==> config.mk <==
export PLATFORM = sky130hd
export DESIGN_NAME = debounce_sync
export DESIGN_NICKNAME = d
export VERILOG_FILES = /design/src/rtl/debounce_pkg.sv /design/src/rtl/sync_chain.sv /design/src/rtl/debounce_sync.sv
export SDC_FILE = /design/constraint.sdc
export NUM_CORES = 1
export LEC_CHECK = 0
export CAP_MARGIN = 20
export CORE_AREA = 2 2 39 41
export DETAILED_ROUTE_END_ITERATION = 10
export DIE_AREA = 0 0 41 43
export PLACE_DENSITY = 0.43
export SLEW_MARGIN = 30
export SYNTH_ARGS = -nofsm -noshare
export SYNTH_HDL_FRONTEND = slang
export SYNTH_HIERARCHICAL = 1
export SYNTH_SLANG_ARGS = --single-unit
==> constraint.sdc <==
create_clock -name clock -period 1.2 [get_ports clock]
set_input_delay 0.24 -clock clock [delete_from_list [all_inputs] [get_ports clock]]
set_output_delay 0.24 -clock clock [all_outputs]
set_load 0.05 [all_outputs]
**Run 1: where the registers sit**

Other sequential cells in the stronger gray, the rest of the logic in the fainter gray.
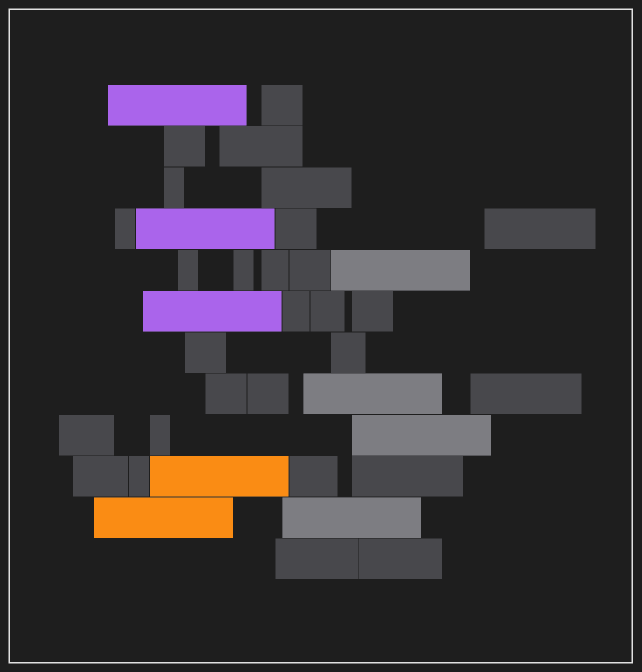
- u_sync/sync_q: orange (flops 2)
- cnt_q: purple (flops 3)
Seq. pwr: 0.000481 W
sequential share of cell area: 45.0%
Layout Utilization: 36.2%
FF/Latch Area: 225 µm²

**Run 1: signal wires by layer**

Scale bar: 10 µm. Only two layers are drawn.
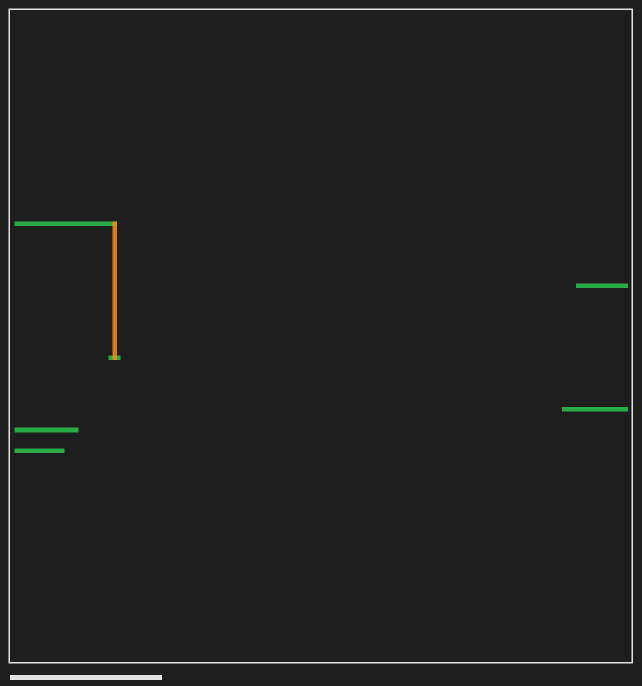
- M3: green (wire length 20.7 µm)
- M4: orange (wire length 8.80 µm)
routed len/inst: 9.43 µm
routed wire length: 500 µm
GRT Util Overall: 8.15%
Via Count: 202

**Run 1: congestion heat map**

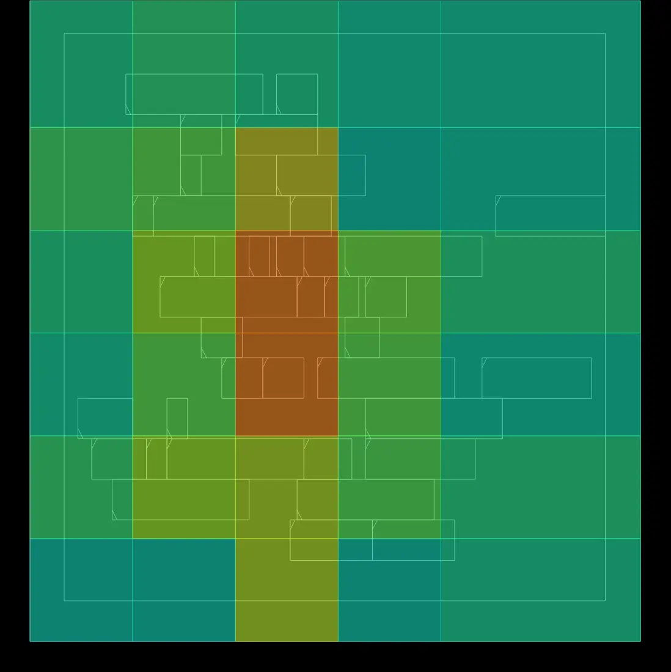
met3 Usage GRT: 3.14%
met1 global-route usage: 9.09%
GR Util met2: 10.9%
most used routing layer: met2

==> reports/results.tsv <==
metric	value	unit
outcome	finished with violations	
failed_checks	setup timing	
fp-utilization	24.4	%
fin_crit_sh	103	%
initialDrtViolationCount	1	
fp.dieW	41	µm
grt_pass1_vias	213	
maxCapViolations	0	
power	0.00138	W
lay_top_cells	9 x dfrtp_1, 4 x buf_4, 3 x clkbuf_4, 3 x buf_12	
reg2reg_setup_slack	-0.04	ns
yosys_area	338	µm²
crit_chain	ha_2, xor2_2, nand2_2, mux2_4	
reg2reg_depth	4	
final_antenna_net_count	0	
fin_ws	-0.0377	ns
row_count	14	
rsz0062_at_grt	true	
min_period	1.24	ns
tritoncts	yes	
p_per_area	2750	mW/mm²
worstPathMaxFanout	2	
die_h	43	µm
worstSetupPathType	flip-flop to flip-flop	
wl_met2	269	µm
area_leaders	dfrtp_1 67%, mux2_1 6.7%, xor2_2 4.8%	
timing.fmax	808	MHz
viasPerCell	3.81	
cpMaxStageDelayCell	dfrtp_1	
numCtsBuffers	3	
route.detailed.drc	0	
chip_area	0.00176	mm²
setup_violations	2	
insertedDiodeCount	0	
instances_no_fill	53	
syn_avg_cell_area	13.5	µm²
worstHoldPathType	primary input to async pin	
slowest_delay	0.37	ns
final-max-slew-violation-count	0	
top_cell_area_share	66.7	%
clkLatencyLatePin	0.25	ns
grt_overflow_total	0	
path_clk_slew	0.06	ns
dp_hpwl	382	µm
placed_area	452	µm²
drive_gt1_share	40.5	%
synth_area	338	µm²
layout_top_cell	dfrtp_1	
worst_clock_skew	0.00612	ns
ir_worst_vdd	0.905	mV
final_area	500	µm²
post-place-ws	-0.0545	ns
ys_cells	25	
core-area	0.00138	mm²
gp_congestion	0.691	
htree_levels	1	
antenna_found_initial	0	
pin_count	6	
hold_violations	0	
area_growth	48.1	%
final_nets	42	
cts_buffer_depth	2	
tritoncts_num_sinks	9	
critPathLaunchType	flip-flop	
ys_seq_share	66.7	%
ys_ff	9	
whs	0.167	ns
yosysWarnings	6	
synth_area_leader_cell	dfrtp_1	
maxUsedRoutingLayer	met4	
synth_cells	25	
synthDistinctLibCells	15	
grt_start_max_net_pins	8	
warning_count	29	
dp.cells	47	
run 1: timing repair:
item,in CTS,in global routing
hold buffers,0,0
endpoints found under the setup margin,2,3
buffers inserted,1,1
resized,2,0
run 1: area by class of cell:
| cell class | instances | area [µm²] |
|---|---|---|
| fillers | 141 | 883 |
| flip-flops and latches | 9 | 225 |
| multi-input cells | 13 | 111 |
| repair buffers | 9 | 110 |
| clock buffers | 4 | 26.3 |
| well taps | 16 | 20.0 |
| inverters | 2 | 7.51 |
run 1: logic make-up (layout without fill, tap and decap cells):
| kind of cell | Yosys count | after routing | synth area share (%) |
|---|---|---|---|
| compound gates | 2 | 2 | 3.70 |
| fa+ha+maj | 1 | 1 | 3.70 |
| other cells | 1 | 1 | 1.11 |
| simple gates | 5 | 5 | 7.41 |
| flops | 9 | 9 | 66.7 |
| mux | 2 | 2 | 6.67 |
| xor+xnor | 2 | 2 | 7.41 |
| buf+inv | 3 | 15 | 3.33 |
run 1: power breakdown:
part / internal, W / switching (W)
Sequential: 0.000399 / 0.0000819
Combinational: 0.000369 / 0.000308
Clock: 0.000127 / 0.0000931
run 1: Yosys cell counts:
| master | number |
|---|---|
| and2_1 | 1 |
| ha_1 | 1 |
| a21oi_1 | 1 |
| xor2_2 | 1 |
| nand2_2 | 1 |
| mux2_1 | 2 |
| nand2_1 | 1 |
| clkbuf_1 | 1 |
| dfrtp_1 | 9 |
| conb_1 | 1 |
| o21a_1 | 1 |
| inv_1 | 2 |
| xnor2_1 | 1 |
| nor3_1 | 1 |
| nor2_1 | 1 |
run 1: critical path: cells and delay by family, from the launching register on:
kind | cells | cell delay [ns]
mux | 1 | 0.30
xor+xnor | 1 | 0.15
simple gates | 1 | 0.10
flops | 1 | 0.37
fa+ha+maj | 1 | 0.19
Power figures rest on the tool's default switching activity, not on a simulated workload.
